**src/rtl/cla_pkg.sv**
```systemverilog
// Shared constants and helpers for the pipelined carry-lookahead add/subtract unit.
package cla_pkg;

  localparam int unsigned FLAG_N = 3;
  localparam int unsigned FLAG_Z = 2;
  localparam int unsigned FLAG_V = 1;
  localparam int unsigned FLAG_C = 0;

  localparam int unsigned MaxWidth = 128;

  // Largest positive signed value for the given width (0 followed by ones).
  function automatic logic [MaxWidth-1:0] sat_max(input int unsigned width);
    return (MaxWidth'(1) << (width - 1)) - MaxWidth'(1);
  endfunction

  // Most negative signed value for the given width (1 followed by zeros).
  function automatic logic [MaxWidth-1:0] sat_min(input int unsigned width);
    return MaxWidth'(1) << (width - 1);
  endfunction

endpackage

```
**src/rtl/cla_group.sv**
```systemverilog
// GROUP-bit combinational lookahead block: per-bit carries expanded from generate/propagate,
// plus group propagate/generate for the inter-group carry chain.
module cla_group #(
  parameter int unsigned GROUP = 4
) (
  input  logic [GROUP-1:0] a,
  input  logic [GROUP-1:0] b,
  input  logic             cin,
  output logic [GROUP-1:0] sum,
  output logic             p,
  output logic             g,
  output logic             cout
);

  logic [GROUP-1:0] bp;
  logic [GROUP-1:0] bg;
  logic [GROUP:0]   c;
  logic             acc;
  logic             pp;

  always_comb begin
    bp   = a ^ b;
    bg   = a & b;
    c    = '0;
    c[0] = cin;
    acc  = 1'b0;
    pp   = 1'b1;
    // c[i+1] = g[i] | p[i]g[i-1] | ... | p[i..0]cin, built without rippling through c[]
    for (int i = 0; i < int'(GROUP); i++) begin
      acc = bg[i];
      pp  = bp[i];
      for (int j = i - 1; j >= 0; j--) begin
        acc = acc | (pp & bg[j]);
        pp  = pp & bp[j];
      end
      c[i+1] = acc | (pp & cin);
    end
    // After the last iteration acc/pp hold the whole-group generate/propagate.
    g    = acc;
    p    = pp;
    cout = c[GROUP];
    sum  = bp ^ c[GROUP-1:0];
  end

endmodule

```
**src/rtl/cla_addsub_pipe.sv**
```systemverilog
// Two-stage elastic add/subtract: low half summed in stage 1, high half, saturation and
// N/Z/V/C flags in stage 2. Valid/ready handshake with full throughput.
module cla_addsub_pipe
  import cla_pkg::*;
#(
  parameter int unsigned WIDTH = 16,
  parameter int unsigned GROUP = 4
) (
  input  logic             clk,
  input  logic             rst,
  input  logic             in_valid,
  output logic             in_ready,
  input  logic [WIDTH-1:0] a,
  input  logic [WIDTH-1:0] b,
  input  logic             sub,
  input  logic             sat,
  output logic             out_valid,
  input  logic             out_ready,
  output logic [WIDTH-1:0] sum,
  output logic [3:0]       flags
);

  localparam int unsigned HW = WIDTH / 2;
  localparam int unsigned NG = HW / GROUP;
  localparam logic [WIDTH-1:0] SatMax = WIDTH'(sat_max(WIDTH));
  localparam logic [WIDTH-1:0] SatMin = WIDTH'(sat_min(WIDTH));

  // Stage 1 datapath: low half with carry-in = sub.
  logic [WIDTH-1:0] b_eff;
  logic [HW-1:0]    lo_sum;
  logic [NG-1:0]    lo_p, lo_g, lo_cout;
  logic [NG:0]      lo_c;

  assign b_eff   = sub ? ~b : b;
  assign lo_c[0] = sub;

  for (genvar gi = 0; gi < int'(NG); gi++) begin : g_lo
    cla_group #(.GROUP(GROUP)) u_grp (
      .a    (a[gi*GROUP +: GROUP]),
      .b    (b_eff[gi*GROUP +: GROUP]),
      .cin  (lo_c[gi]),
      .sum  (lo_sum[gi*GROUP +: GROUP]),
      .p    (lo_p[gi]),
      .g    (lo_g[gi]),
      .cout (lo_cout[gi])
    );
    assign lo_c[gi+1] = lo_g[gi] | (lo_p[gi] & lo_c[gi]);
  end

  logic          s1_valid_q, s1_valid_d;
  logic [HW-1:0] s1_lo_q, s1_lo_d;
  logic          s1_c_q, s1_c_d;
  logic [HW-1:0] s1_a_hi_q, s1_a_hi_d;
  logic [HW-1:0] s1_b_hi_q, s1_b_hi_d;
  logic          s1_sat_q, s1_sat_d;

  // Stage 2 datapath: high half from registered operands and low-half carry.
  logic [HW-1:0]    hi_sum;
  logic [NG-1:0]    hi_p, hi_g, hi_cout;
  logic [NG:0]      hi_c;
  logic [WIDTH-1:0] raw;
  logic [WIDTH-1:0] res;
  logic             ovf;
  logic [3:0]       res_flags;

  assign hi_c[0] = s1_c_q;

  for (genvar gi = 0; gi < int'(NG); gi++) begin : g_hi
    cla_group #(.GROUP(GROUP)) u_grp (
      .a    (s1_a_hi_q[gi*GROUP +: GROUP]),
      .b    (s1_b_hi_q[gi*GROUP +: GROUP]),
      .cin  (hi_c[gi]),
      .sum  (hi_sum[gi*GROUP +: GROUP]),
      .p    (hi_p[gi]),
      .g    (hi_g[gi]),
      .cout (hi_cout[gi])
    );
    assign hi_c[gi+1] = hi_g[gi] | (hi_p[gi] & hi_c[gi]);
  end

  // The chain uses group p/g; the per-group couts are redundant copies of the same carries.
  logic unused_cout;
  assign unused_cout = ^{lo_cout, hi_cout};

  always_comb begin
    raw = {hi_sum, s1_lo_q};
    ovf = (s1_a_hi_q[HW-1] == s1_b_hi_q[HW-1]) & (raw[WIDTH-1] != s1_a_hi_q[HW-1]);
    res = raw;
    if (s1_sat_q && ovf) begin
      res = s1_a_hi_q[HW-1] ? SatMin : SatMax;
    end
    res_flags         = '0;
    res_flags[FLAG_N] = res[WIDTH-1];
    res_flags[FLAG_Z] = (res == '0);
    res_flags[FLAG_V] = ovf;
    res_flags[FLAG_C] = hi_c[NG];
  end

  logic             s2_valid_q, s2_valid_d;
  logic [WIDTH-1:0] sum_q, sum_d;
  logic [3:0]       flags_q, flags_d;
  logic             s2_adv;
  logic             accept;

  always_comb begin
    s2_adv   = ~s2_valid_q | out_ready;
    in_ready = ~rst & (~s1_valid_q | s2_adv);
    accept   = in_valid & in_ready;

    s1_valid_d = s1_valid_q;
    s1_lo_d    = s1_lo_q;
    s1_c_d     = s1_c_q;
    s1_a_hi_d  = s1_a_hi_q;
    s1_b_hi_d  = s1_b_hi_q;
    s1_sat_d   = s1_sat_q;
    s2_valid_d = s2_valid_q;
    sum_d      = sum_q;
    flags_d    = flags_q;

    if (~s1_valid_q | s2_adv) begin
      s1_valid_d = accept;
    end
    if (accept) begin
      s1_lo_d   = lo_sum;
      s1_c_d    = lo_c[NG];
      s1_a_hi_d = a[WIDTH-1:HW];
      s1_b_hi_d = b_eff[WIDTH-1:HW];
      s1_sat_d  = sat;
    end

    if (s2_adv) begin
      s2_valid_d = s1_valid_q;
      if (s1_valid_q) begin
        sum_d   = res;
        flags_d = res_flags;
      end
    end
  end

  always_ff @(posedge clk or posedge rst) begin
    if (rst) begin
      s1_valid_q <= 1'b0;
      s1_lo_q    <= '0;
      s1_c_q     <= 1'b0;
      s1_a_hi_q  <= '0;
      s1_b_hi_q  <= '0;
      s1_sat_q   <= 1'b0;
      s2_valid_q <= 1'b0;
      sum_q      <= '0;
      flags_q    <= '0;
    end else begin
      s1_valid_q <= s1_valid_d;
      s1_lo_q    <= s1_lo_d;
      s1_c_q     <= s1_c_d;
      s1_a_hi_q  <= s1_a_hi_d;
      s1_b_hi_q  <= s1_b_hi_d;
      s1_sat_q   <= s1_sat_d;
      s2_valid_q <= s2_valid_d;
      sum_q      <= sum_d;
      flags_q    <= flags_d;
    end
  end

  assign out_valid = s2_valid_q;
  assign sum       = sum_q;
  assign flags     = flags_q;

endmodule
```
**config.mk**
```make
export PLATFORM = sky130hd
export DESIGN_NAME = cla_addsub_pipe
export DESIGN_NICKNAME = d
export VERILOG_FILES = /design/src/rtl/cla_pkg.sv /design/src/rtl/cla_group.sv /design/src/rtl/cla_addsub_pipe.sv
export SDC_FILE = /design/constraint.sdc
export NUM_CORES = 1
export LEC_CHECK = 0
export CAP_MARGIN = 15
export CORE_ASPECT_RATIO = 1.1
export CORE_MARGIN = 4
export CORE_UTILIZATION = 51
export DETAILED_ROUTE_END_ITERATION = 16
export PLACE_DENSITY = 0.92
export SLEW_MARGIN = 20
export SYNTH_ARGS = -nofsm -noshare
export SYNTH_HDL_FRONTEND = slang
export SYNTH_SLANG_ARGS = --single-unit
```
**constraint.sdc**
```tcl
create_clock -name clk -period 3 [get_ports clk]
set_input_delay 0.6 -clock clk [delete_from_list [all_inputs] [get_ports clk]]
set_output_delay 0.6 -clock clk [all_outputs]
set_load 0.005 [all_outputs]
```
### PDN straps and rails, run 1

Pins as bars on the die edge. Tap cells in grey.
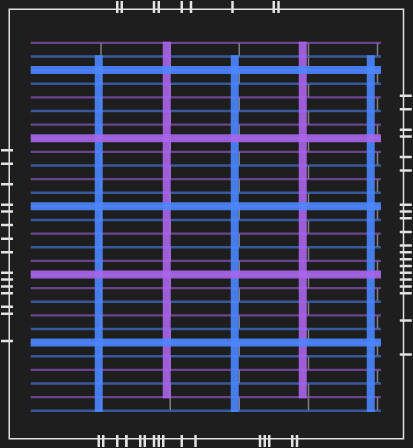
blue -> VSS
purple -> VDD
tap cells = 72
signal pins = 60
met4 straps = 5

### Placement by cell class, run 1

Bar = 20 µm.
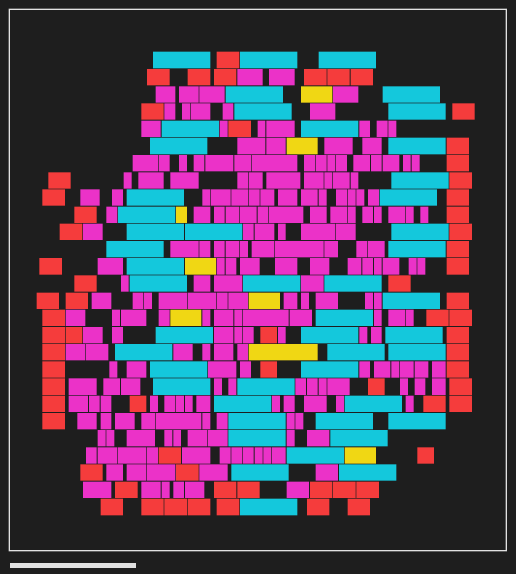
magenta -> remaining logic cells  # cells 222
yellow -> clock drivers and dummy loads  # cells 8
cyan -> registers  # cells 47
red -> remaining buffers and delay cells  # cells 65
Finished Cell Area: 3580 µm²
Seq area share: 32.9%
final core occ: 69.7%
Core Rows: 27

### Clock nets, run 1

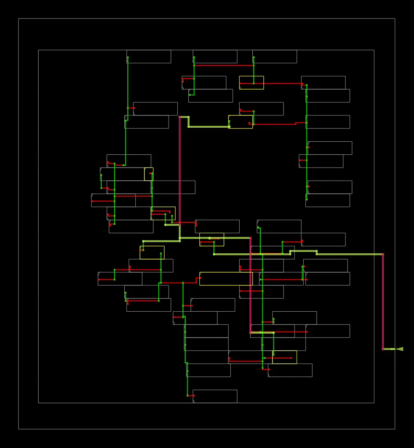
clk latency late pin: 0.30 ns
flip-flops: 47
Clock Skew: 0.00446 ns
Clock Sinks: 47

==> flow_summary.ini, run 1 <==
; physical design summary
[synthesis]
edf_count = 0
mux_share_pct = 4.55
xor_share_pct = 8.51
yosys.area_share.simple_pct = 13.4
ys_sh_adder_pct = 9.36
fp_nets = 338
ys_cells = 281
logic_family = AND-OR/OR-AND gates
yosys.area.top_type = dfrtp_1
syn-mean-instance-area_um2 = 9.89
netlist_area_um2 = 2780
ys.flop_type = dfrtp_1
synthCells = 281
top_cell_area_share_pct = 42.3
synth_flops = 47
synth.cellmix.compoundShare_pct = 18.3
yosys-top-cells-count = 47 x dfrtp_1, 30 x nand2_1, 24 x o21ai_0
ys_warn_count = 0
async_reset_ff_share_pct = 100
topCellsByArea = dfrtp_1 42%, ha_1 7.2%, xnor2_1 4.4%, o21ai_0 4.3%, xor2_1 4.1%

[final_timing]
slew_headroom_pct = 64.1
timing.hold.ws_ns = 0.484
rsz0062_at_grt = false
drv_slew = 0
fmax_mhz = 357
fin_ws_ns = 0.201
post-route-period-util_pct = 93.3
setup_viol = 0
tightestPinTransition_ns = 0.534

[floorplan]
fp.dieH_um = 85.4
fp_util_pct = 54.1
taps = 72
core_um2 = 5130
die_area_um2 = 6700
boundaryPins = 60
die_w_um = 78.4

[layout]
clk_share_pct = 3.29
sh_comb_area_pct = 42.3
layout_top_cell = clkdlybuf4s50_1
inverters = 12
n_all_buffers = 65
finalNetCount = 398
logic_area_um2 = 1510
seq_area_um2 = 1180
buf_share_pct = 17.8
instances_no_fill = 414
n_antenna_cell = 0
fill_cells = 377
logic_gates = 210
largest_reg_flops = 16

[hold_path]
hold_path_depth = 2
hold_path.class = flip-flop to flip-flop
whs_endpoint = flags[1]
min-delay-start = flags[1]

[detailed_routing]
drcViolationCount = 0
post_drt_wl_per_cell_um = 14.0
routed_wl_mm = 5.78
drt-met1-wl_mm = 2.45
met2WireLength_mm = 2.79

[grt]
use_met1_pct = 21.3
grt-ovfl-total = 0
grt.met3_usage_pct = 4.25
track_usage_pct = 17.8
top_usage_layer = met2
grt_use_met2_pct = 30.6
grt_pass1_wl_mm = 9.45
grt_max_degree = 40
grt_antenna_before_repair = 0

[cts]
cts_root_buf = clkbuf_8
postCtsSetupBuffers = 0
cts_buffer_depth = 2
cts_made_buffers = 5
ctsResizeCount = 0
cts_tree = done
htree_levels = 2

[power]
seq_power_share_pct = 38.1
top_power_group = combinational cells
p_clk_uw = 474
seq_power_uw = 941
switching_share_pct = 33.1
pwr-share-clk_pct = 19.2
power_switching_uw = 817
power.density_nw_per_um2 = 690
power.leakage_uw = 0.00157
finalPower_uw = 2470

[flow_run]
max_cap_viol_count = 0
tool_warnings = 26

[place]
io_buffers = 59
place_ws_ns = -0.0569
dp_hpwl_mm = 4.66
gp_congestion = 0.884

[setup_path]
worst_ep_arrival_time_ns = 3.04
end_kind = flip-flop
path_delay_family = adder cells
critPathKind = flip-flop to flip-flop
required_ns = 3.25
rr_endpoint = flags[2]
critPathMaxStageDelay_ns = 0.53
start_kind = flip-flop
cp_cell_sequence = ha_1 > a21oi_2 > o22ai_1 > or2_2 > fa_1 > nor4_1 > nand3_1 > a2111oi_2 > a31o_1
reg2reg_depth = 9
reg2reg_from = s1_b_hi_q[2]
r2r_slack_ns = 0.20

[outcome]
status = complete, no violations
### Selected gate families, run 1

Bar = 20 µm.
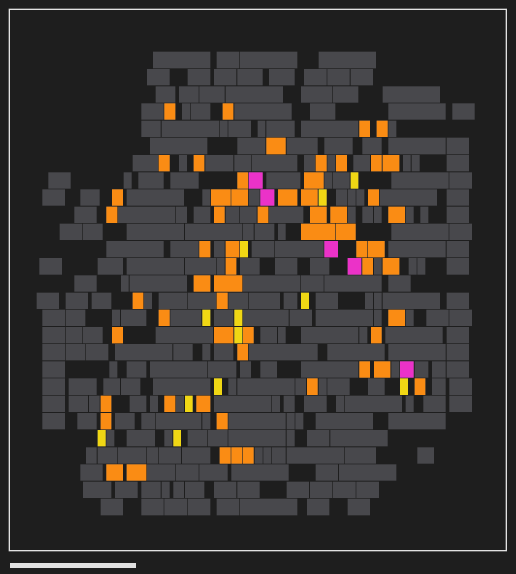

==> run 1 -> run 2 <==
--- a/config.mk
+++ b/config.mk
@@ -11,7 +11,9 @@
 export CORE_UTILIZATION = 51
 export DETAILED_ROUTE_END_ITERATION = 16
 export PLACE_DENSITY = 0.92
+export REMOVE_ABC_BUFFERS = 1
 export SLEW_MARGIN = 20
 export SYNTH_ARGS = -nofsm -noshare
 export SYNTH_HDL_FRONTEND = slang
+export SYNTH_HIERARCHICAL = 1
 export SYNTH_SLANG_ARGS = --single-unit
### Selected gate families, run 2

Bar = 20 µm.
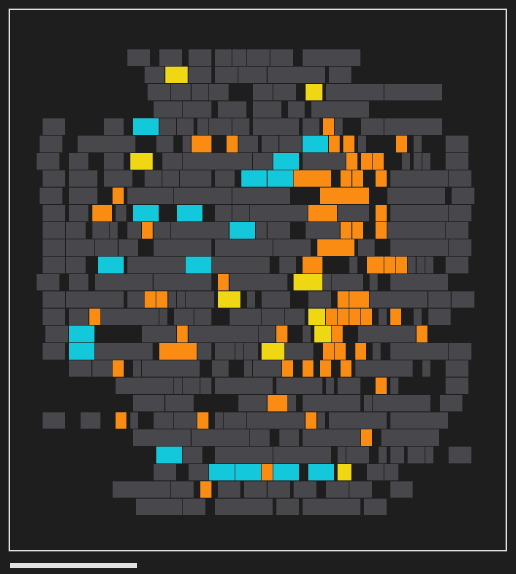
orange -> aoi and oai cells  # cells 59
yellow -> and/or cells  # cells 9
cyan -> mux cells  # cells 17
fin cells: 398
Top cell excl fill/tap: clkdlybuf4s50_1
Comb/total area: 42.9%

### PDN straps and rails, run 2

Pins as bars on the die edge. Tap cells in grey.
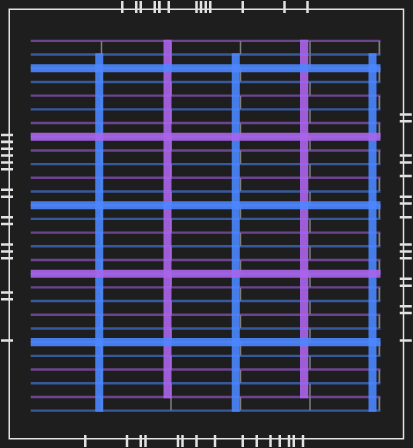
core outline area: 5100 µm²
die width: 78.0 µm
Worst IR Drop VDD: 0.000306 V
Vert. Die Dim: 85.0 µm

### Placement by cell class, run 2

Bar = 20 µm.
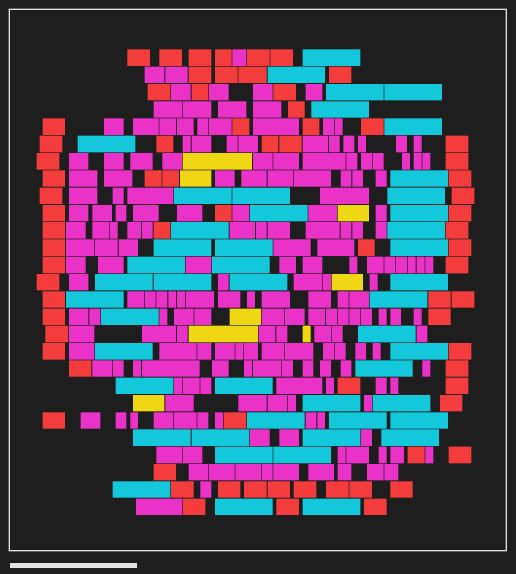
red -> remaining buffers and delay cells  # cells 72
magenta -> remaining logic cells  # cells 199
yellow -> clock drivers and dummy loads  # cells 8
cyan -> registers  # cells 47
final core occ: 71.8%
Seq area share: 32.1%
Finished Cell Area: 3660 µm²

==> flow_summary.ini, run 2 <==
; physical design summary
[cts]
insertion_delay_ns = 0.30
hold_buffers = 0
ctsResizeCount = 0
cts_tree = done
postCtsSetupBuffers = 0
clkTransAtPathRegs_ns = 0.08
cts_sinks = 47
cts_root_buf = clkbuf_8
cts_made_buffers = 5
cts_buffer_depth = 2
htree_levels = 2

[floorplan]
fp_util_pct = 53.9
taps = 72
boundaryPins = 60
num_rows = 27
die_area_um2 = 6630

[layout]
n_all_buffers = 72
logic_gates = 198
inverters = 1
seq_area_um2 = 1180
final_layout_size_suffix_gt1_share_pct = 19.3
largest_reg_flops = 16
flops = 47
n_antenna_cell = 0
buf_share_pct = 18.9
finalNetCount = 383
logic_area_um2 = 1570
final_cell_mix = 58 x clkdlybuf4s50_1, 47 x dfrtp_1, 34 x nand2_1
area_delta_synth_final_pct = 33.2
fill_cells = 349
nClkBuffers = 6
clk_share_pct = 3.62
largest_class = logic gates

[place]
place_ws_ns = -0.216
place_area_um2 = 3470
io_buffers = 59
gp_congestion = 0.842
dp_hpwl_mm = 4.39
dp.cells = 388

[setup_path]
critPathMaxStageDelay_ns = 0.58
worst_ep_arrival_time_ns = 3.09
critPathKind = flip-flop to flip-flop
reg2reg_from = s1_a_hi_q[2]
cp_cell_sequence = ha_4 > a21oi_4 > nand2_1 > a21o_1 > a21o_1 > fa_1 > or4_1 > o41ai_2 > a32o_1
crit_start = s1_a_hi_q[2]
r2r_slack_ns = 0.15
required_ns = 3.24
cp_common_cell = a21o_1
cp.depth = 9
rr_endpoint = flags[2]
end_kind = flip-flop
start_kind = flip-flop
critPathBufInv = 0
reg2reg_depth = 9
cpMaxStageDelayCell = or4_1
endpoint = flags[2]
path_delay_family = AND-OR/OR-AND gates
crit_fanout = 5

[synthesis]
netlist_area_um2 = 2750
syn-mean-instance-area_um2 = 10.8
synthCells = 255
ys_warn_count = 6

[final_timing]
post-route-period-util_pct = 94.9
drv_slew = 0
tns_ns = 0
timing.hold.ws_ns = 0.489
setup_viol = 0
rsz0062_at_grt = false
period_minus_slack_ns = 2.85
slew_headroom_pct = 51.5
finalClockSkew_ns = 0.00420
tightestPinTransition_ns = 0.726
fin_ws_ns = 0.154
fmax_mhz = 351
hold_viol = 0

[hold_path]
whs_endpoint = sum[13]
min-delay-start = sum[13]
hold_path.class = flip-flop to flip-flop
hold_path_depth = 2

[grt]
grt_antenna_before_repair = 0
track_usage_pct = 17.7
use_met1_pct = 20.1
grt.met3_usage_pct = 2.76
grt_max_degree = 48
grt_pass1_wl_mm = 9.45
grt-ovfl-total = 0
top_usage_layer = met2
grt_pass1_vias = 2112
grt_use_met2_pct = 32.8

[power]
p_comb_share_pct = 42.2
power.leakage_uw = 0.00164
power_switching_uw = 874
seq_power_uw = 1000
switching_share_pct = 32.7
p_clk_uw = 538
top_power_group = combinational cells
power.density_nw_per_um2 = 729
p_int_uw = 1790
seq_power_share_pct = 37.6
finalPower_uw = 2670
pwr-share-clk_pct = 20.2
combinationalPower_uw = 1130

[detailed_routing]
vias = 2140
drcViolationCount = 0
met2WireLength_mm = 3.22
wl_met3_um = 239
final_antenna_net_count = 0
routed_wl_mm = 5.97
post_drt_wl_per_cell_um = 15.0
vias_per_cell = 5.38
drt-met1-wl_mm = 2.35
highest_layer = met4
drt_iter0_drc = 91
drtPass1Iterations = 4

[outcome]
status = complete, no violations

[flow_run]
tool_warnings = 25
max_cap_viol_count = 0
==> run 2 -> run 3 <==
--- a/config.mk
+++ b/config.mk
@@ -9,7 +9,9 @@
 export CORE_ASPECT_RATIO = 1.1
 export CORE_MARGIN = 4
 export CORE_UTILIZATION = 51
+export CTS_CLUSTER_SIZE = 40
 export DETAILED_ROUTE_END_ITERATION = 16
+export GPL_ROUTABILITY_DRIVEN = 0
 export PLACE_DENSITY = 0.92
 export REMOVE_ABC_BUFFERS = 1
 export SLEW_MARGIN = 20
### Clock nets, run 3

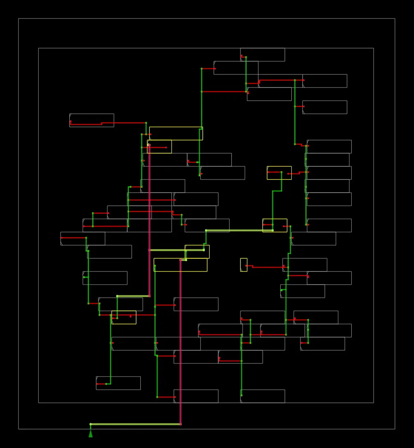
CTS Buf Count: 5
Clk power: 538 µW

### PDN straps and rails, run 3

Pins as bars on the die edge. Tap cells in grey.
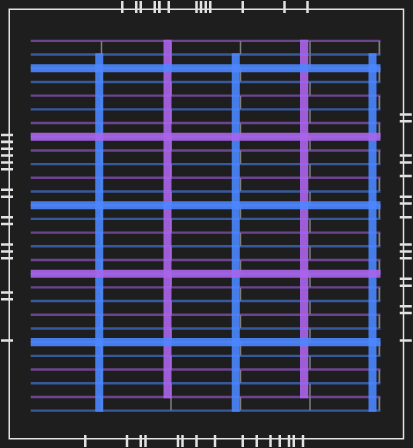
blue -> VSS
purple -> VDD
tap cells = 72
met4 straps = 5
met5 straps = 5

### Placement by cell class, run 3

Bar = 20 µm.
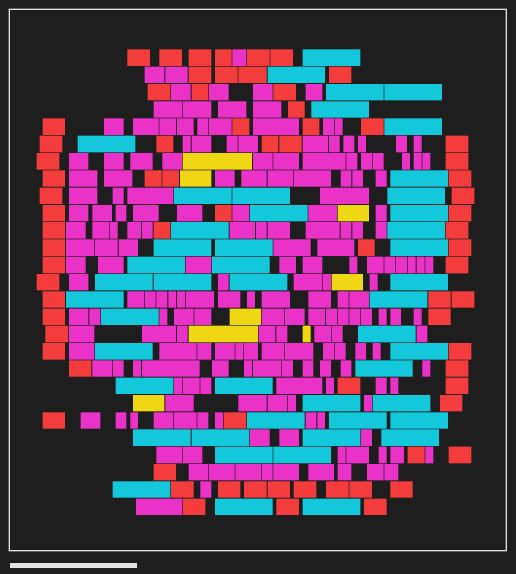
red -> remaining buffers and delay cells  # cells 72
cyan -> registers  # cells 47
yellow -> clock drivers and dummy loads  # cells 8
magenta -> remaining logic cells  # cells 199

==> flow_summary.ini, run 3 <==
; physical design summary
[setup_path]
required_ns = 3.24
path_delay_family = AND-OR/OR-AND gates
r2r_slack_ns = 0.15
reg2reg_from = s1_a_hi_q[2]
reg2reg_depth = 9
cp_cell_sequence = ha_4 > a21oi_4 > nand2_1 > a21o_1 > a21o_1 > fa_1 > or4_1 > o41ai_2 > a32o_1
cp_common_cell = a21o_1
end_kind = flip-flop
worst_ep_arrival_time_ns = 3.09
critPathMaxStageDelay_ns = 0.58
rr_endpoint = flags[2]
cpMaxStageDelayCell = or4_1

[grt]
grt_antenna_before_repair = 0
grt_use_met2_pct = 32.8
grt_pass1_wl_mm = 9.45
use_met1_pct = 20.1
track_usage_pct = 17.7
grt.met3_usage_pct = 2.76
grt_max_degree = 48

[cts]
hold_buffers = 0
insertion_delay_ns = 0.30
clkTransAtPathRegs_ns = 0.08
cts_tree = done
cts_root_buf = clkbuf_8
htree_levels = 2
postCtsSetupBuffers = 0

[layout]
seq_area_um2 = 1180
area_delta_synth_final_pct = 33.2
inverters = 1
largest_class = logic gates
final_core_util_pct = 71.8
logic_gates = 198
seq_area_share_pct = 32.1
instances_no_fill = 398
n_antenna_cell = 0
final_layout_size_suffix_gt1_share_pct = 19.3
finalNetCount = 383
sh_comb_area_pct = 42.9

[floorplan]
die_area_um2 = 6630
taps = 72
fp_util_pct = 53.9
num_rows = 27
boundaryPins = 60
core_um2 = 5100

[final_timing]
setup_viol = 0
timing.hold.ws_ns = 0.489
finalClockSkew_ns = 0.00420
slew_headroom_pct = 51.5
fin_ws_ns = 0.154
fmax_mhz = 351
post-route-period-util_pct = 94.9
tns_ns = 0
hold_viol = 0
period_minus_slack_ns = 2.85

[hold_path]
hold_path_depth = 2
min-delay-start = sum[13]

[power]
power.leakage_uw = 0.00164
top_power_group = combinational cells
seq_power_share_pct = 37.6
seq_power_uw = 1000
combinationalPower_uw = 1130

[detailed_routing]
wl_met3_um = 239
post_drt_wl_per_cell_um = 15.0
met2WireLength_mm = 3.22
routed_wl_mm = 5.97
drtPass1Iterations = 4
drcViolationCount = 0

[synthesis]
ys_warn_count = 6
synthCells = 255
syn-mean-instance-area_um2 = 10.8

[place]
dp.cells = 388
dp_hpwl_mm = 4.39

[outcome]
status = complete, no violations
Power figures rest on the tool's default switching activity, not on a simulated workload.
